$ cat src/rtl/fetch_pkg.sv
// Shared types and constants for the instruction fetch front end.
package fetch_pkg;

    // Fetch sequencing state: RUN issues fetches, HALT does not.
    typedef enum logic {
        RUN  = 1'b0,
        HALT = 1'b1
    } fetch_state_t;

    // One prefetch FIFO entry: byte address plus fetched instruction word.
    typedef struct packed {
        logic [31:0] pc;
        logic [31:0] instr;
    } fetch_entry_t;

    // Byte increment between consecutive instruction words.
    localparam logic [31:0] PC_STEP = 32'd4;

endpackage

$ cat src/rtl/fetch_fifo.sv
// Two-entry prefetch FIFO with flush. The head is read straight from a
// storage register, so nothing combinational reaches o_head from i_push_data.
//
// Handshake: an entry is written when i_push is high and there is room
// (not full, or a pop in the same cycle frees a slot). An entry is removed
// when i_pop is high and the FIFO is not empty. i_flush empties the FIFO
// and overrides both push and pop in that cycle.
module fetch_fifo
    import fetch_pkg::*;
(
    input  logic         i_clk,
    input  logic         i_rst_n,
    input  logic         i_flush,
    input  logic         i_push,
    input  fetch_entry_t i_push_data,
    input  logic         i_pop,
    output fetch_entry_t o_head,
    output logic         o_full,
    output logic         o_empty
);

    fetch_entry_t r_mem [2];
    logic         r_rd_ptr;
    logic         r_wr_ptr;
    logic [1:0]   r_count;

    logic w_do_push;
    logic w_do_pop;

    assign o_full    = (r_count == 2'd2);
    assign o_empty   = (r_count == 2'd0);
    assign w_do_pop  = i_pop && !o_empty;
    assign w_do_push = i_push && (!o_full || w_do_pop);
    assign o_head    = r_mem[r_rd_ptr];

    // Storage, pointers and occupancy; a flush resets pointers and count.
    always_ff @(posedge i_clk or negedge i_rst_n) begin
        if (!i_rst_n) begin
            r_mem[0] <= '0;
            r_mem[1] <= '0;
            r_rd_ptr <= 1'b0;
            r_wr_ptr <= 1'b0;
            r_count  <= 2'd0;
        end else if (i_flush) begin
            r_rd_ptr <= 1'b0;
            r_wr_ptr <= 1'b0;
            r_count  <= 2'd0;
        end else begin
            if (w_do_push) begin
                r_mem[r_wr_ptr] <= i_push_data;
                r_wr_ptr        <= ~r_wr_ptr;
            end
            if (w_do_pop) begin
                r_rd_ptr <= ~r_rd_ptr;
            end
            case ({w_do_push, w_do_pop})
                2'b10:   r_count <= r_count + 2'd1;
                2'b01:   r_count <= r_count - 2'd1;
                default: r_count <= r_count;
            endcase
        end
    end

endmodule

$ cat src/rtl/instr_fetch_controller.sv
// Instruction fetch sequencer: owns the PC, the RUN/HALT state and the
// fetch counter, and feeds fetched words to decode through a 2-entry FIFO.
//
// Decode handshake: the head is transferred on a cycle where instr_valid
// and instr_ready are both high. instr/instr_pc stay stable while
// instr_valid is high and instr_ready is low. A branch flushes the FIFO,
// dropping any transfer that coincides with it.
module instr_fetch_controller
    import fetch_pkg::*;
#(
    parameter logic [31:0] RESET_PC   = 32'h0000_0000,
    parameter int          FIFO_DEPTH = 2
) (
    input  logic        clk,
    input  logic        rst_n,
    output logic [31:0] imem_addr,
    input  logic [31:0] imem_data,
    input  logic        branch_valid,
    input  logic [31:0] branch_target,
    input  logic        halt_req,
    input  logic        resume,
    output logic        instr_valid,
    output logic [31:0] instr,
    output logic [31:0] instr_pc,
    input  logic        instr_ready,
    output logic        halted,
    output logic [31:0] fetch_count
);

    // The FIFO is hard-wired to two entries in this revision.
    if (FIFO_DEPTH != 2) begin : g_bad_depth
        $error("instr_fetch_controller: FIFO_DEPTH must be 2");
    end

    fetch_state_t r_state;
    fetch_state_t w_next_state;
    logic [31:0]  r_pc;
    logic [31:0]  r_fetch_count;

    logic         w_pop;
    logic         w_issue;
    logic         w_full;
    logic         w_empty;
    fetch_entry_t w_push_data;
    fetch_entry_t w_head;

    assign w_pop       = !w_empty && instr_ready;
    // A halt request blocks the issue in the very cycle it arrives.
    assign w_issue     = (r_state == RUN) && !halt_req && !branch_valid
                         && (!w_full || w_pop);
    assign w_push_data = '{pc: r_pc, instr: imem_data};

    assign imem_addr   = {2'b00, r_pc[31:2]};
    assign instr_valid = !w_empty;
    assign instr       = w_head.instr;
    assign instr_pc    = w_head.pc;
    assign halted      = (r_state == HALT);
    assign fetch_count = r_fetch_count;

    fetch_fifo u_fifo (
        .i_clk       (clk),
        .i_rst_n     (rst_n),
        .i_flush     (branch_valid),
        .i_push      (w_issue),
        .i_push_data (w_push_data),
        .i_pop       (w_pop),
        .o_head      (w_head),
        .o_full      (w_full),
        .o_empty     (w_empty)
    );

    // FSM next state; halt_req wins over a simultaneous resume.
    always_comb begin
        w_next_state = r_state;
        case (r_state)
            RUN:     if (halt_req) w_next_state = HALT;
            HALT:    if (resume && !halt_req) w_next_state = RUN;
            default: w_next_state = RUN;
        endcase
    end

    // FSM state register.
    always_ff @(posedge clk or negedge rst_n) begin
        if (!rst_n) begin
            r_state <= RUN;
        end else begin
            r_state <= w_next_state;
        end
    end

    // PC and fetch counter; a branch redirects the PC in any state.
    always_ff @(posedge clk or negedge rst_n) begin
        if (!rst_n) begin
            r_pc          <= RESET_PC;
            r_fetch_count <= 32'd0;
        end else begin
            if (branch_valid) begin
                r_pc <= {branch_target[31:2], 2'b00};
            end else if (w_issue) begin
                r_pc <= r_pc + PC_STEP;
            end
            if (w_issue) begin
                r_fetch_count <= r_fetch_count + 32'd1;
            end
        end
    end

endmodule
$ cat config.mk
export PLATFORM = sky130hd
export DESIGN_NAME = instr_fetch_controller
export DESIGN_NICKNAME = d
export VERILOG_FILES = /design/src/rtl/fetch_pkg.sv /design/src/rtl/fetch_fifo.sv /design/src/rtl/instr_fetch_controller.sv
export SDC_FILE = /design/constraint.sdc
export NUM_CORES = 1
export LEC_CHECK = 0
export CAP_MARGIN = 25
export CORE_ASPECT_RATIO = 1.4
export CORE_MARGIN = 8
export CORE_UTILIZATION = 25
export CTS_BUF_LIST = sky130_fd_sc_hd__clkbuf_4
export DETAILED_ROUTE_END_ITERATION = 16
export RECOVER_POWER = 100
export SETUP_SLACK_MARGIN = 0.02
export SYNTH_ARGS = -nofsm -noshare
export SYNTH_HDL_FRONTEND = slang
export SYNTH_HIERARCHICAL = 1
export SYNTH_SLANG_ARGS = --single-unit
$ cat constraint.sdc
create_clock -name clk -period 4.3 [get_ports clk]
set_input_delay 0.43 -clock clk [delete_from_list [all_inputs] [get_ports clk]]
set_output_delay 0.43 -clock clk [all_outputs]
set_load 0.05 [all_outputs]
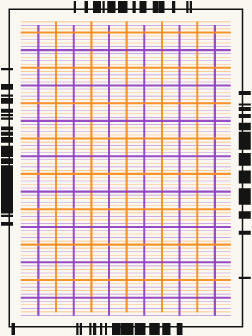
run_1/floorplan.png
Pins as bars on the die edge.
VSS: shown in purple. VDD: shown in orange.
The core has 83 rows. 84 met1 rails follow the rows.
die boundary width: 178 um
vertical extent of the die: 243 um

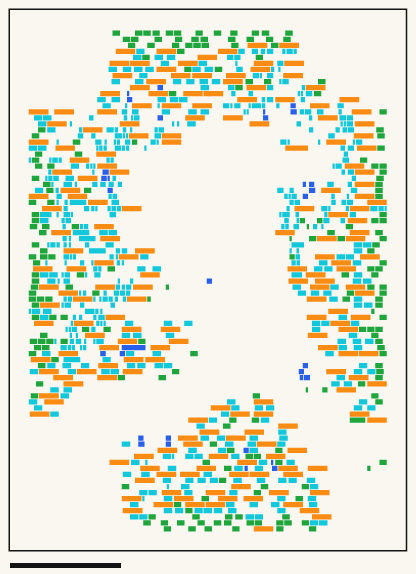
run_1/class_map.png
Scale bar: 50 um.
remaining logic cells: shown in cyan, cells 478, share of their area 36%. sequential cells: shown in orange, cells 195, share of their area 44%. clock drivers and dummy loads: shown in blue, cells 32, share of their area 2.2%. remaining buffers and delay cells: shown in green, cells 207, share of their area 18%.
Placeable Area: 0.0365 mm2
post-layout util: 32.1%

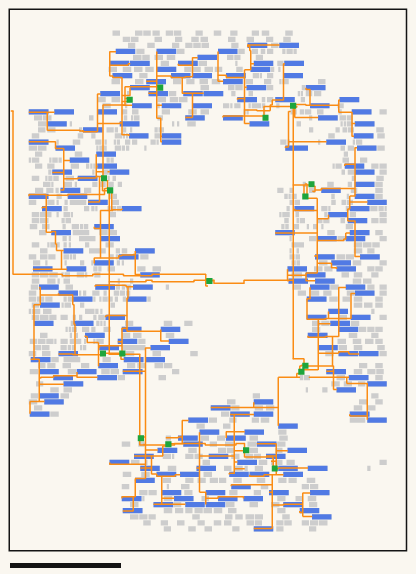
run_1/clock_wires.png
Scale bar: 50 um.
clock wires: shown in orange, length 2870 um. flip-flops: shown in blue, count 195. clock-net drivers: shown in green, count 17.
Position of the flops: spread over the die. There are 18 routed clock nets.
worst-case clock skew: 0.0300 ns
Clk Latency, worst-skew pair: 0.65 ns

==> reports/summary.log, run 1 <==
INFO  final_layout   fin_nets=971
INFO  final_layout   largest_register_ffs=128
INFO  power_and_ir_drop power_leader=registers
INFO  yosys          postSynthRegisterBits=195
INFO  yosys          topCellsByArea=sky130_fd_sc_hd__dfrtp_1 53%, sky130_fd_sc_hd__mux2_2 17%, sky130_fd_sc_hd__mux2_4 8.0%, sky130_fd_sc_hd__xnor2_1 2.4%, sky130_fd_sc_hd__nand2_1 2.1%
INFO  yosys          synth_area=0.00920mm2
INFO  final_layout   final_cell_count_no_fill=1380
INFO  grt            grt_usage=12.1%
INFO  routing        antenna_left=0
INFO  final_timing   maxSlewViolCount=77
INFO  placement      place_hpwl=17600um
INFO  setup_path     setup.worst_path.end_class=output pin
INFO  yosys          syn_inst=700
INFO  clocking       h-tree-depth=4
INFO  die            floorplan.io_pins=200
INFO  yosys          muxShareOfSynthArea=25.6%
INFO  setup_path     critical_path_class=flop to output pin
INFO  yosys          ys_cells=700
INFO  clocking       cts_setup_buffers=0
INFO  setup_path     crit_path_max_incr_delay=0.99ns
INFO  outcome        run_status=finished, violations left
INFO  final_layout   largest_register=u_fifo/r_mem
INFO  die            chipArea=0.0433mm2
INFO  setup_path     timing.rr.start=u_fifo/r_count[1]
INFO  routing        vias_per_cell=4.60
INFO  yosys          synth_largest_type_area_fraction=53.0%
INFO  outcome        failed_checks=max-capacitance violations, max-slew violations
INFO  clocking       cts_max_path_buffers=2
INFO  routing        wl_met2=12800um
INFO  grt            global_route.usage.met2=20.3%
INFO  final_layout   multi_input_comb_cells=468
INFO  final_layout   final_layout_size_suffix_gt1_share=21.4%
INFO  yosys          compound_area_share=4.58%
INFO  final_layout   area_share_nonclk_buffers=17.4%
INFO  setup_path     worstPathCellList=buf_4, mux2_2, dlygate4sd3_1
INFO  job            timing.max_cap.violations=1
INFO  power_and_ir_drop clockNetworkPower=966uW
INFO  yosys          synth_top_flop_cell=sky130_fd_sc_hd__dfrtp_1
INFO  yosys          top_count_cell_post_synth=sky130_fd_sc_hd__dfrtp_1
INFO  power_and_ir_drop clock_power_share=19.3%
==> run 2, diff against run 1 <==
Clock period 4.3 ns to 3.1 ns, I/O delays scaled along.
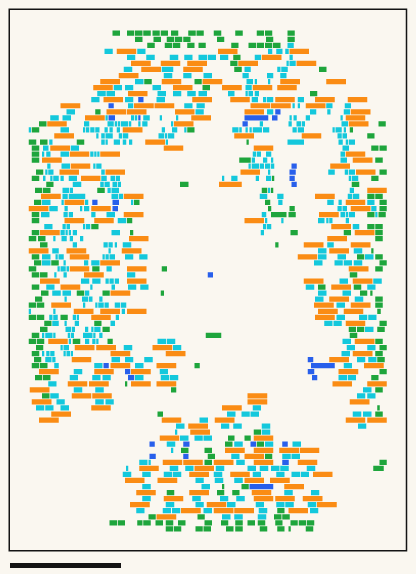
run_2/class_map.png
Scale bar: 50 um.
clock drivers and dummy loads: shown in blue, cells 31, share of their area 2.7%. remaining buffers and delay cells: shown in green, cells 216, share of their area 19%. sequential cells: shown in orange, cells 195, share of their area 44%. remaining logic cells: shown in cyan, cells 478, share of their area 35%.
sequential share of cell area: 41.6%
final std cell area, no fill: 0.0117 mm2
post-layout util: 32.2%

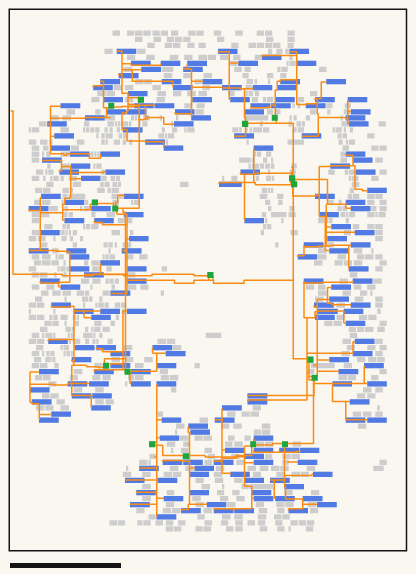
run_2/clock_wires.png
Scale bar: 50 um.
clock wires: shown in orange, length 2880 um. flip-flops: shown in blue, count 195. clock-net drivers: shown in green, count 17.
There are 18 routed clock nets. Position of the flops: spread over the die.
Clk Latency, worst-skew pair: 0.63 ns
Clock Power Share: 21.3%
worst-case clock skew: 0.0353 ns
power in the clock group: 1530 uW

==> reports/summary.log, run 2 <==
INFO  outcome        run_status=complete, no violations
INFO  power_and_ir_drop power_leader=registers
INFO  yosys          synth_largest_type_area_fraction=53.0%
INFO  yosys          topCellsByArea=sky130_fd_sc_hd__dfrtp_1 53%, sky130_fd_sc_hd__mux2_2 17%, sky130_fd_sc_hd__mux2_4 8.0%, sky130_fd_sc_hd__xnor2_1 2.4%, sky130_fd_sc_hd__nand2_1 2.1%
INFO  final_layout   final_cell_count_no_fill=1388
INFO  final_layout   largest_register_ffs=128
INFO  routing        vias_per_cell=4.56
INFO  grt            grt_usage=12.2%
INFO  routing        wl_met2=13000um
INFO  final_layout   area_share_nonclk_buffers=17.7%
INFO  die            design.core.area=0.0365mm2
INFO  yosys          synth_top_flop_cell=sky130_fd_sc_hd__dfrtp_1
INFO  placement      place_hpwl=18100um
INFO  routing        antenna_left=0
INFO  yosys          muxShareOfSynthArea=25.6%
INFO  yosys          top_count_cell_post_synth=sky130_fd_sc_hd__dfrtp_1
INFO  yosys          synth_area=0.00920mm2
INFO  final_layout   fin_nets=980
INFO  final_layout   largest_register=u_fifo/r_mem
INFO  clocking       cts_setup_buffers=1
INFO  setup_path     critical_path_class=flop to output pin
INFO  final_layout   multi_input_comb_cells=468
INFO  setup_path     setup.worst_path.end_class=output pin
INFO  yosys          syn_inst=700
INFO  die            die_h=243um
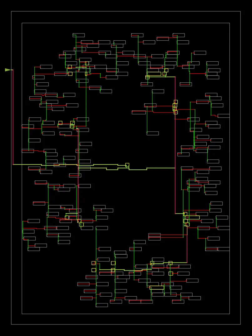
run_2/clock_nets.png
clk sink count: 195
number of clock-tree buffers in the layout: 18
number of sequential cells: 195

==> run 3, diff against run 2 <==
Clock period 3.1 ns to 3.7 ns, I/O delays scaled along.
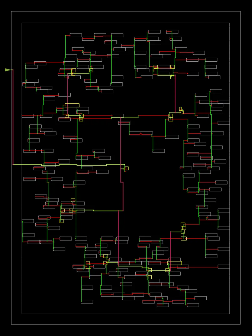
run_3/clock_nets.png
Num CTS Buffers: 17
power in the clock group: 1260 uW

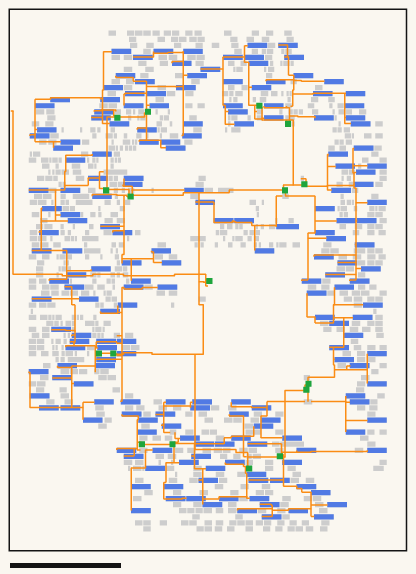
run_3/clock_wires.png
Scale bar: 50 um.
clock wires: shown in orange, length 2900 um. clock-net drivers: shown in green, count 17. flip-flops: shown in blue, count 195.
There are 18 routed clock nets. Position of the flops: spread over the die.
Clock Power Share: 21.1%
worst-case clock skew: 0.0276 ns

==> reports/summary.log, run 3 <==
INFO  outcome        run_status=finished, violations left
INFO  outcome        failed_checks=max-capacitance violations, max-slew violations
INFO  die            chipArea=0.0433mm2
INFO  yosys          ys_cells=700
INFO  yosys          synth_area=0.00920mm2
INFO  yosys          top_count_cell_post_synth=sky130_fd_sc_hd__dfrtp_1
INFO  yosys          compound_area_share=4.58%
INFO  clocking       h-tree-depth=4
INFO  job            timing.max_cap.violations=1
INFO  final_layout   flop-count=195
INFO  setup_path     crit_path_max_incr_delay=0.78ns
INFO  routing        antenna_left=0
INFO  setup_path     critical_path_class=flop to output pin
INFO  final_layout   largest_register_ffs=128
INFO  yosys          postSynthRegisterBits=195
INFO  die            die.size.x=178um
INFO  clocking       cts_sinks=195
INFO  final_layout   largest_register=u_fifo/r_mem
INFO  die            die_h=243um
INFO  final_layout   clock_buffers=18
INFO  final_layout   multi_input_comb_cells=468
INFO  final_timing   maxSlewViolCount=65
INFO  clocking       cts_setup_buffers=0
INFO  final_layout   fin_nets=971
INFO  routing        vias_per_cell=4.62
INFO  final_layout   fin_util=32.3%
INFO  clocking       cts_max_path_buffers=2
INFO  die            floorplan.io_pins=200
INFO  final_layout   final_layout_size_suffix_gt1_share=21.6%
INFO  setup_path     timing.rr.start=u_fifo/r_count[1]
INFO  grt            global_route.usage.met2=20.6%
INFO  placement      place_hpwl=18000um
INFO  yosys          synth_largest_type_area_fraction=53.0%
INFO  setup_path     setup.worst_path.end_class=output pin
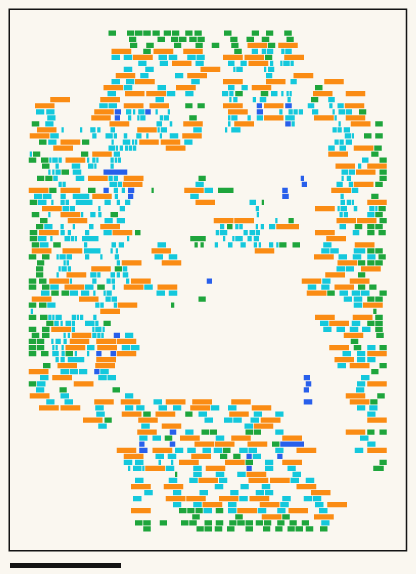
run_3/class_map.png
Scale bar: 50 um.
remaining logic cells: shown in cyan, cells 478, share of their area 35%. remaining buffers and delay cells: shown in green, cells 207, share of their area 18%. sequential cells: shown in orange, cells 195, share of their area 44%. clock drivers and dummy loads: shown in blue, cells 32, share of their area 2.7%.
number of cell rows: 83
final std cell area, no fill: 0.0118 mm2
sequential share of cell area: 41.5%

Power and IR drop assume default switching activity.
